==> src/rtl/alu_ctrl_md.sv <==
// ALU control decoder registered into EX, plus an iterative multiply/divide unit owning HI/LO.
// Decode latency 1 cycle; mul/div busy W+1 cycles; HI/LO users stall while the unit is busy.
module alu_ctrl_md #(
  parameter int W      = 32,
  parameter bit DIV_EN = 1'b1
) (
  input  logic         clk,
  input  logic         rst_n,
  input  logic         valid_in,
  input  logic [5:0]   func,
  input  logic [W-1:0] rs_val,
  input  logic [W-1:0] rt_val,
  input  logic         flush,
  output logic         stall,
  output logic         ex_valid,
  output logic [4:0]   aluc,
  output logic         shfsrc,
  output logic         jar,
  output logic         jr,
  output logic         busy,
  output logic         done,
  output logic [W-1:0] hi,
  output logic [W-1:0] lo
);
  localparam int CW = $clog2(W);

  typedef enum logic [1:0] {IDLE, RUN, FIX} state_t;
  state_t state, state_nx;

  logic [4:0]     dec_aluc;
  logic           dec_shf, dec_jar, dec_jr;
  logic           is_md, is_div, is_signed, hilo_use, is_mthi, is_mtlo;
  logic           accept, start;
  logic [W-1:0]   rs_abs, rt_abs, b;
  logic [2*W-1:0] acc;
  logic [CW-1:0]  cnt;
  logic           op_div, neg_q, neg_r, divz;
  logic [W:0]     mul_sum, div_sub;
  logic [2*W-1:0] mul_step, div_step, prod;
  logic [W-1:0]   quo, rem;

  always_comb begin
    dec_aluc  = 5'b11111;
    dec_shf   = 1'b0;
    dec_jar   = 1'b0;
    dec_jr    = 1'b0;
    is_md     = 1'b0;
    is_div    = 1'b0;
    is_signed = 1'b0;
    hilo_use  = 1'b0;
    is_mthi   = 1'b0;
    is_mtlo   = 1'b0;
    case (func)
      6'b100001: dec_aluc = 5'b00000;
      6'b100011: dec_aluc = 5'b00001;
      6'b101010: dec_aluc = 5'b00010;
      6'b100100: dec_aluc = 5'b00011;
      6'b100111: dec_aluc = 5'b00100;
      6'b100101: dec_aluc = 5'b00101;
      6'b100110: dec_aluc = 5'b00110;
      6'b000000: begin dec_aluc = 5'b00111; dec_shf = 1'b1; end
      6'b000100: dec_aluc = 5'b00111;
      6'b101011: dec_aluc = 5'b01000;
      6'b000010: begin dec_aluc = 5'b01010; dec_shf = 1'b1; end
      6'b000110: dec_aluc = 5'b01010;
      6'b000011: begin dec_aluc = 5'b10101; dec_shf = 1'b1; end
      6'b000111: dec_aluc = 5'b10101;
      6'b001000: begin dec_aluc = 5'b10111; dec_jr = 1'b1; end
      6'b001001: begin dec_aluc = 5'b10111; dec_jr = 1'b1; dec_jar = 1'b1; end
      6'b010000: begin dec_aluc = 5'b01011; hilo_use = 1'b1; end
      6'b010010: begin dec_aluc = 5'b01100; hilo_use = 1'b1; end
      6'b010001: begin dec_aluc = 5'b01101; hilo_use = 1'b1; is_mthi = 1'b1; end
      6'b010011: begin dec_aluc = 5'b01101; hilo_use = 1'b1; is_mtlo = 1'b1; end
      6'b011000: begin dec_aluc = 5'b01101; hilo_use = 1'b1; is_md = 1'b1; is_signed = 1'b1; end
      6'b011001: begin dec_aluc = 5'b01101; hilo_use = 1'b1; is_md = 1'b1; end
      6'b011010: if (DIV_EN) begin
        dec_aluc = 5'b01101; hilo_use = 1'b1; is_md = 1'b1; is_div = 1'b1; is_signed = 1'b1;
      end
      6'b011011: if (DIV_EN) begin
        dec_aluc = 5'b01101; hilo_use = 1'b1; is_md = 1'b1; is_div = 1'b1;
      end
      default: ;
    endcase
  end

  assign busy   = (state != IDLE);
  assign stall  = valid_in & busy & hilo_use;
  assign accept = valid_in & ~stall & ~flush;
  assign start  = accept & is_md;

  assign rs_abs = (is_signed & rs_val[W-1]) ? (~rs_val + 1'b1) : rs_val;
  assign rt_abs = (is_signed & rt_val[W-1]) ? (~rt_val + 1'b1) : rt_val;

  // Multiply: multiplier sits in acc low half and shifts out as the product shifts in.
  assign mul_sum  = {1'b0, acc[2*W-1:W]} + (acc[0] ? {1'b0, b} : {(W+1){1'b0}});
  assign mul_step = {mul_sum, acc[W-1:1]};
  // Restoring divide: remainder in the high half, quotient bits enter at the bottom.
  assign div_sub  = acc[2*W-1:W-1] - {1'b0, b};
  assign div_step = div_sub[W] ? {acc[2*W-2:0], 1'b0} : {div_sub[W-1:0], acc[W-2:0], 1'b1};

  assign prod = neg_q ? (~acc + 1'b1) : acc;
  assign quo  = divz ? {W{1'b1}} : (neg_q ? (~acc[W-1:0] + 1'b1) : acc[W-1:0]);
  assign rem  = neg_r ? (~acc[2*W-1:W] + 1'b1) : acc[2*W-1:W];

  always_comb begin
    state_nx = state;
    case (state)
      IDLE:    if (start) state_nx = RUN;
      RUN:     if (flush) state_nx = IDLE; else if (cnt == '0) state_nx = FIX;
      FIX:     state_nx = IDLE;
      default: state_nx = IDLE;
    endcase
  end

  always_ff @(posedge clk or negedge rst_n) begin
    if (!rst_n) state <= IDLE;
    else        state <= state_nx;
  end

  always_ff @(posedge clk or negedge rst_n) begin
    if (!rst_n) begin
      ex_valid <= 1'b0;
      aluc     <= 5'b11111;
      shfsrc   <= 1'b0;
      jar      <= 1'b0;
      jr       <= 1'b0;
    end else if (accept) begin
      ex_valid <= 1'b1;
      aluc     <= dec_aluc;
      shfsrc   <= dec_shf;
      jar      <= dec_jar;
      jr       <= dec_jr;
    end else begin
      ex_valid <= 1'b0;
      aluc     <= 5'b11111;
      shfsrc   <= 1'b0;
      jar      <= 1'b0;
      jr       <= 1'b0;
    end
  end

  always_ff @(posedge clk or negedge rst_n) begin
    if (!rst_n) begin
      acc    <= '0;
      b      <= '0;
      cnt    <= '0;
      op_div <= 1'b0;
      neg_q  <= 1'b0;
      neg_r  <= 1'b0;
      divz   <= 1'b0;
      hi     <= '0;
      lo     <= '0;
      done   <= 1'b0;
    end else begin
      done <= (state == FIX) & ~flush;
      if (start) begin
        op_div <= is_div;
        neg_q  <= is_signed & (rs_val[W-1] ^ rt_val[W-1]);
        neg_r  <= is_signed & rs_val[W-1];
        divz   <= (rt_val == '0);
        b      <= is_div ? rt_abs : rs_abs;
        acc    <= {{W{1'b0}}, (is_div ? rs_abs : rt_abs)};
        cnt    <= CW'(W - 1);
      end else if (state == RUN) begin
        acc <= op_div ? div_step : mul_step;
        cnt <= cnt - 1'b1;
      end
      if ((state == FIX) && !flush) begin
        if (op_div) begin
          hi <= rem;
          lo <= quo;
        end else begin
          {hi, lo} <= prod;
        end
      end else begin
        if (accept && is_mthi) hi <= rs_val;
        if (accept && is_mtlo) lo <= rs_val;
      end
    end
  end
endmodule

==> config.mk <==
export PLATFORM = sky130hd
export DESIGN_NAME = alu_ctrl_md
export DESIGN_NICKNAME = d
export VERILOG_FILES = /design/src/rtl/alu_ctrl_md.sv
export SDC_FILE = /design/constraint.sdc
export NUM_CORES = 1
export LEC_CHECK = 0
export ABC_CLOCK_PERIOD_IN_PS = 3410
export CAP_MARGIN = 20
export CORE_UTILIZATION = 35
export CTS_BUF_LIST = sky130_fd_sc_hd__clkbuf_8 sky130_fd_sc_hd__clkbuf_16
export CTS_CLUSTER_SIZE = 16
export DETAILED_ROUTE_END_ITERATION = 6
export SLEW_MARGIN = 30
export SYNTH_ARGS = -nofsm -noshare
export SYNTH_HDL_FRONTEND = slang
export SYNTH_SLANG_ARGS = --single-unit
==> constraint.sdc <==
create_clock -name clk -period 3.41 [get_ports clk]
set_clock_uncertainty 0.15 [all_clocks]
set_input_delay 1.023 -clock clk [delete_from_list [all_inputs] [get_ports clk]]
set_output_delay 1.023 -clock clk [all_outputs]
set_load 0.03 [all_outputs]
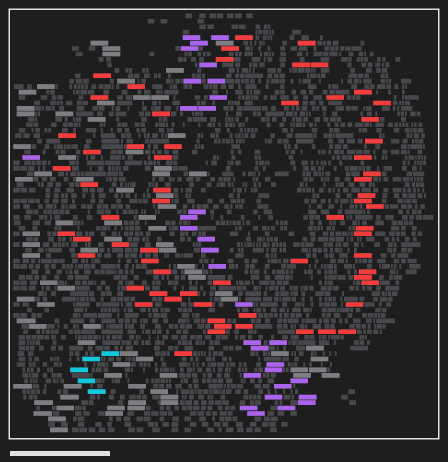
Run 1: register map, names as in the netlist
Scale bar: 50 µm.
name in the netlist	colour	flops
acc	red	64
hi	purple	32
cnt	cyan	5
Seq. cell area: 4540 µm²
Layout Utilization: 50.0%
Flop+latch power: 3.00 mW
proportion of cell area occupied by registers: 20.5%

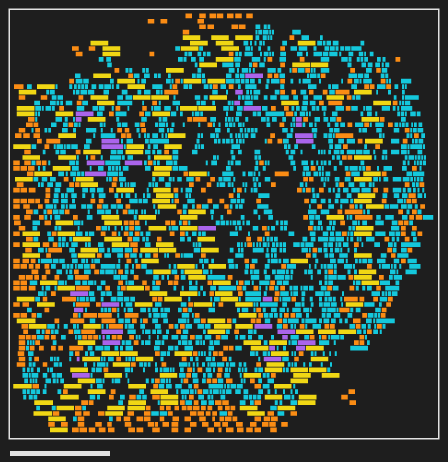
Run 1: placement by cell class
Scale bar: 50 µm.
class	colour	cells
flip-flops	yellow	181
all other logic	cyan	1673
clock drivers and dummy loads	purple	32
other buffers and delay cells	orange	551
Placement Rows: 77
core area: 44200 µm²
Final Instance Area: 22100 µm²

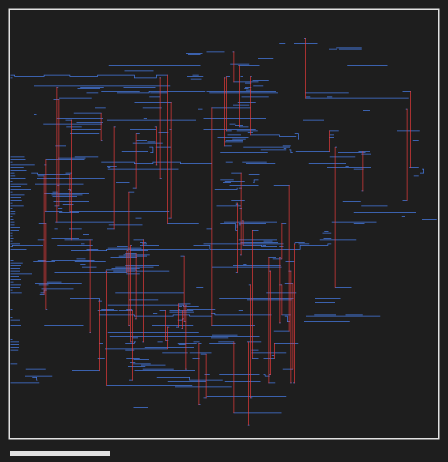
Run 1: metal layers overlaid
Scale bar: 50 µm. Only two layers are drawn.
layer	colour	wire length
met3	blue	4370 µm
met4	red	2340 µm
Total GRT Usage: 29.6%
via count: 17700

==> impl_metrics.ini, run 1 <==
; implementation run metrics
[setup_path]
path_class = flip-flop to flip-flop
rr_worst_depth = 10
crit_fanout = 6
startpoint = acc[20]
crit_end = hi[4]
crit_family = simple AND/OR/NAND/NOR gates
cp.depth = 10
rr_endpoint = hi[4]
reg2reg_from = acc[20]
cp-end-kind = flip-flop
cpMaxStageDelayCell = or4_4
slowest_delay_ps = 560
cp_data_arrival_time_ps = 3680
regToRegSetupSlack_ps = -80
startpoint_type = flip-flop
cp_num_buf_inv = 1

[placed_design]
dp_cells = 2968
dpl_worst_slack_ps = -987
dp_hpwl_mm = 52.6
gp_congestion = 0.991
placed_area_um2 = 20500
port_buffers = 149

[logic_synthesis]
enable_flop_cells = 0
ys_types = 75
ys_sh_mux_pct = 3.92
synthCells = 1984
yosys.area.top_type = dfrtp_1
synth_area_um2 = 15700
yosys_warnings = 0
top_cells_by_count = 182 x a21oi_1, 180 x nor2_1, 176 x dfrtp_1
topCellsByArea = dfrtp_1 28%, a21oi_1 5.8%, ha_1 5.6%, o21ai_0 5.1%, xnor2_1 4.9%
synth_nets = 2130
top_area_share_pct = 28.1
top_logic_kind = AND-OR/OR-AND gates
ys.flops = 181
yosys_area_um2 = 15700
xor_area_share_pct = 9.71
ys_cells = 1984
simple_gate_share_pct = 19.9
flop_cell = dfrtp_1

[layout]
layout_top_cell = buf_4
fin_nets = 2570
clockBufferCount = 20
regMostFlops = acc
buffer_area_share_pct = 21.8
buffers = 551
clock_area_share_pct = 2.85
area_growth_pct = 40.9
num_antenna_cells = 1
inverters = 64
logic_area_um2 = 11100
largest_reg_flops = 64
sh_comb_area_pct = 50.3
nMultiInputCombCells = 1609
fill_cells = 4206
final_layout_size_suffix_gt1_share_pct = 24.3
final_cells = 3030

[grt]
grt_max_degree = 74
grt_pass1_wl_mm = 102
grt_pass1_vias = 17200
grt_use_met1_pct = 40.7
antenna_found_initial = 0
grt.busiest_layer = met2
grtUsageMet3_pct = 4.09
grt.overflow.total = 0

[cts]
cts_setup_buffers = 14
root_buffer = clkbuf_16
path_clk_slew_ps = 80
clkSinkCount = 181
clockBufferDepth = 2
cts_repair_resize_count = 88
postCtsHoldBufs = 0
cts_tree = built
cts_made_buffers = 17
h-tree-depth = 4
insertion_delay_ps = 470

[route]
dr.pass1.iters = 5
wl_met2_mm = 30.9
wl_met1_mm = 29.9
top_layer = met4
drt_iter0_drc = 1503
postRouteAntennaNets = 0
wl_per_cell_um = 22.3
routed_via_density = 5.83
met3_length_mm = 4.37
drc = 0

[final_timing]
finalSetupViolations = 5
layout_setup_ws_ps = -80.1
worstMarginPinSlew_ps = 829
hold-worst-slack_ps = 335
slew-limit-headroom_pct = 44.7
final_hold_viol_count = 0
tns_ps = -303
slew_violations = 0
rsz0062_at_grt = yes
max_freq_mhz = 287
fin_crit_sh_pct = 102

[flow_run]
warnings = 30
cap_violations = 0

[worst_hold_path]
worstHoldPathCells = 1
holdPathEnd = lo[21]
hold_class = flip-flop to flip-flop
hp-start = lo[21]

[power]
p_clk_share_pct = 15.4
internal-power_mw = 7.97
power_density_nw_per_um2 = 651
leakage_nw = 9.51
peakVddDrop_mv = 0.417
p_clk_mw = 2.22
seqPwrFrac_pct = 20.9
maxPowerGroup = combinational cells
comb-power_mw = 9.17
total_power_mw = 14.4

[status]
failed_checks = negative setup slack
outcome = finished with violations

[floorplanning]
pin_count = 150
die_area_um2 = 45700
fp_util_pct = 35.5
die_h_um = 214
nWellTaps = 592
fp.dieW_um = 214
--- run 2 (diff from run 1) ---
Settings changed: ABC_AREA from default to 0, SETUP_SLACK_MARGIN from default to 0.15.
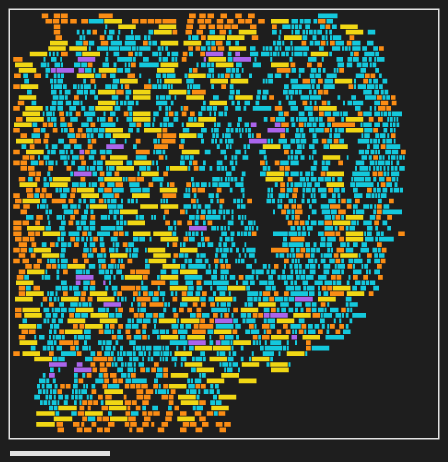
Run 2: placement by cell class
Scale bar: 50 µm.
class	colour	cells
flip-flops	yellow	181
clock drivers and dummy loads	purple	31
all other logic	cyan	1673
other buffers and delay cells	orange	564
Layout Utilization: 51.1%
Final Instance Area: 22600 µm²

==> impl_metrics.ini, run 2 <==
; implementation run metrics
[grt]
grt_pass1_vias = 17100
grt_pass1_wl_mm = 99.2
antenna_found_initial = 0
grt.busiest_layer = met2
grt.overflow.total = 0
grtUsageMet3_pct = 4.01
grt_use_met1_pct = 38.9

[logic_synthesis]
synth_nets = 2130
ys_types = 75
ys_sh_mux_pct = 3.92
synth_area_um2 = 15700
simple_gate_share_pct = 19.9
top_cells_by_count = 182 x a21oi_1, 180 x nor2_1, 176 x dfrtp_1
enable_flop_cells = 0
top_area_share_pct = 28.1
topCellsByArea = dfrtp_1 28%, a21oi_1 5.8%, ha_1 5.6%, o21ai_0 5.1%, xnor2_1 4.9%
flop_cell = dfrtp_1
ys_cells = 1984
yosys_warnings = 0
yosys.area.top_type = dfrtp_1
synthCells = 1984
top_logic_kind = AND-OR/OR-AND gates
xor_area_share_pct = 9.71

[cts]
clockBufferDepth = 2
h-tree-depth = 4
clkSinkCount = 181
postCtsHoldBufs = 0
cts_tree = built
root_buffer = clkbuf_16
cts_repair_resize_count = 120
insertion_delay_ps = 480
cts_setup_buffers = 20
cts_made_buffers = 17

[setup_path]
startpoint = rs_val[5]
regToRegSetupSlack_ps = -40
cp.depth = 9
crit_fanout = 5
cpMaxStageDelayCell = or4_4
cp_num_buf_inv = 1
cp-end-kind = flip-flop
cp_data_arrival_time_ps = 3670
rr_endpoint = hi[12]
path_class = input pin to flip-flop
rr_worst_depth = 9
crit_family = simple AND/OR/NAND/NOR gates
slowest_delay_ps = 560
crit_end = acc[27]
reg2reg_from = acc[20]

[route]
wl_met1_mm = 28.6
vias = 17700
dr.pass1.iters = 5
drc = 0
wl_per_cell_um = 21.8
wl_met2_mm = 30.6
top_layer = met4
met3_length_mm = 4.56
postRouteAntennaNets = 0
drt_iter0_drc = 1751
routed_via_density = 5.82

[power]
internal-power_mw = 8.01
seqPwrFrac_pct = 20.6
p_clk_share_pct = 13.1
total_power_mw = 14.8
p_clk_mw = 1.93
power_density_nw_per_um2 = 653
peakVddDrop_mv = 0.426
leakage_nw = 9.68
maxPowerGroup = combinational cells
p_seq_mw = 3.04

[flow_run]
warnings = 30
cap_violations = 0

[floorplanning]
row_count = 77
nWellTaps = 592
fp_util_pct = 35.5
fp.dieW_um = 214
pin_count = 150
core_um2 = 44200
die_h_um = 214

[final_timing]
rsz0062_at_grt = yes
layout_setup_ws_ps = -56.3
finalSetupViolations = 4
final_hold_viol_count = 0
worstMarginPinSlew_ps = 759
fin_crit_sh_pct = 102
slew_violations = 0
max_freq_mhz = 288
tns_ps = -158
hold-worst-slack_ps = 335

[worst_hold_path]
worstHoldPathCells = 1
hold_class = flip-flop to flip-flop
holdPathEnd = lo[3]

[layout]
layout_top_cell = buf_4
clock_area_share_pct = 2.35
num_antenna_cells = 0
fin_nets = 2583
sh_comb_area_pct = 51.1
nMultiInputCombCells = 1609
final_layout_size_suffix_gt1_share_pct = 27.1
logic_area_um2 = 11500
clockBufferCount = 17
buffers = 564
regMostFlops = acc
final_cells = 3041
regArea_um2 = 4540
sh_seq_area_pct = 20.1
largest_reg_flops = 64
inverters = 64

[status]
outcome = finished with violations
failed_checks = negative setup slack

[placed_design]
dpl_worst_slack_ps = -1010
placed_area_um2 = 20500
gp_congestion = 0.944
dp_hpwl_mm = 50.8
port_buffers = 149
--- run 3 (diff from run 2) ---
Settings changed: CELL_PAD_IN_SITES_DETAIL_PLACEMENT from default to 0, CELL_PAD_IN_SITES_GLOBAL_PLACEMENT from default to 2, CORE_UTILIZATION 35 to 32, PLACE_DENSITY_LB_ADDON from default to 0.1, SETUP_SLACK_MARGIN 0.15 to 0.2.
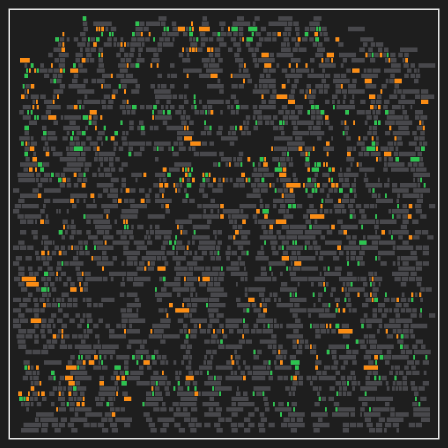
Run 3: gate families picked out
family	colour	cells	most used	where
NOR gates	orange	300	nor2_1	all over the die
NAND gates	green	264	nand2_1	all over the die
Commonest Layout Cell: buf_4
Layout Cells excl Fill: 3143
Comb/total area: 50.7%

==> impl_metrics.ini, run 3 <==
; implementation run metrics
[status]
outcome = finished with violations
failed_checks = negative setup slack

[final_timing]
rsz0062_at_grt = yes
slew-limit-headroom_pct = 42.5
max_freq_mhz = 283
slew_violations = 0
hold-worst-slack_ps = 330
fin_crit_sh_pct = 104
tns_ps = -443
finalSetupViolations = 8
layout_setup_ws_ps = -125
worstMarginPinSlew_ps = 862

[setup_path]
startpoint_type = flip-flop
cp_data_arrival_time_ps = 3760
rr_endpoint = acc[59]
path_class = flip-flop to flip-flop
crit_fanout = 5
regToRegSetupSlack_ps = -120
cp_num_buf_inv = 4
crit_end = acc[59]
cp-end-kind = flip-flop
cpMaxStageDelayCell = or4_4
reg2reg_from = acc[0]
crit_family = AND-OR/OR-AND gates
slowest_delay_ps = 540

[cts]
cts_repair_resize_count = 275
h-tree-depth = 4
cts_tree = built
postCtsHoldBufs = 0
clockBufferDepth = 2
path_clk_slew_ps = 70
insertion_delay_ps = 490
root_buffer = clkbuf_16
clkSinkCount = 181

[logic_synthesis]
ys_sh_mux_pct = 3.92
topCellsByArea = dfrtp_1 28%, a21oi_1 5.8%, ha_1 5.6%, o21ai_0 5.1%, xnor2_1 4.9%
ys.flops = 181
ys_cells = 1984
yosys.area.top_type = dfrtp_1
enable_flop_cells = 0
xor_area_share_pct = 9.71
flop_cell = dfrtp_1
synth_nets = 2130
top_cells_by_count = 182 x a21oi_1, 180 x nor2_1, 176 x dfrtp_1
simple_gate_share_pct = 19.9
yosys_area_um2 = 15700
top_area_share_pct = 28.1
synthCells = 1984
top_logic_kind = AND-OR/OR-AND gates

[floorplanning]
core_um2 = 48000
row_count = 80
die_area_um2 = 49900
fp.dieW_um = 223
die_h_um = 223
pin_count = 150
nWellTaps = 615
fp_util_pct = 32.7

[layout]
num_antenna_cells = 0
largest_reg_flops = 64
nMultiInputCombCells = 1609
fin_nets = 2662
fill_cells = 4757
clockBufferCount = 19
buffer_area_share_pct = 24.1
fin_area_um2 = 24200
regMostFlops = acc
regArea_um2 = 4540
clock_area_share_pct = 2.15
fin_util_pct = 50.3
buffers = 643
final_layout_size_suffix_gt1_share_pct = 33.7
logic_area_um2 = 12200
area_growth_pct = 53.9

[flow_run]
warnings = 30
cap_violations = 0

[placed_design]
dpl_worst_slack_ps = -896
dp_cells = 3053
port_buffers = 149
dp_hpwl_mm = 56.5
placed_area_um2 = 21100

[grt]
track_usage_pct = 29.0
grt.overflow.total = 0
antenna_found_initial = 1
grt_pass1_wl_mm = 108
grt_use_met1_pct = 40.4
grt_max_degree = 59
grt_pass1_vias = 17400
grt.busiest_layer = met2

[route]
wl_met1_mm = 34.0
top_layer = met4
drt_iter0_drc = 1413
wl_met2_mm = 32.4
vias = 17700
postRouteAntennaNets = 0
met3_length_mm = 4.21
dr.pass1.iters = 7
drc = 0
routed_via_density = 5.62

[power]
p_clk_share_pct = 12.1
comb-power_mw = 10.9
internal-power_mw = 8.66
seqPwrFrac_pct = 19.4
p_clk_mw = 1.92
total_power_mw = 15.9
power_density_nw_per_um2 = 657
peakVddDrop_mv = 0.435
p_seq_mw = 3.08
leakage_nw = 10.3
maxPowerGroup = combinational cells

[worst_hold_path]
holdPathEnd = lo[4]
hold_class = flip-flop to flip-flop
worstHoldPathCells = 1
hp-start = lo[4]
Power figures rest on the tool's default switching activity, not on a simulated workload.
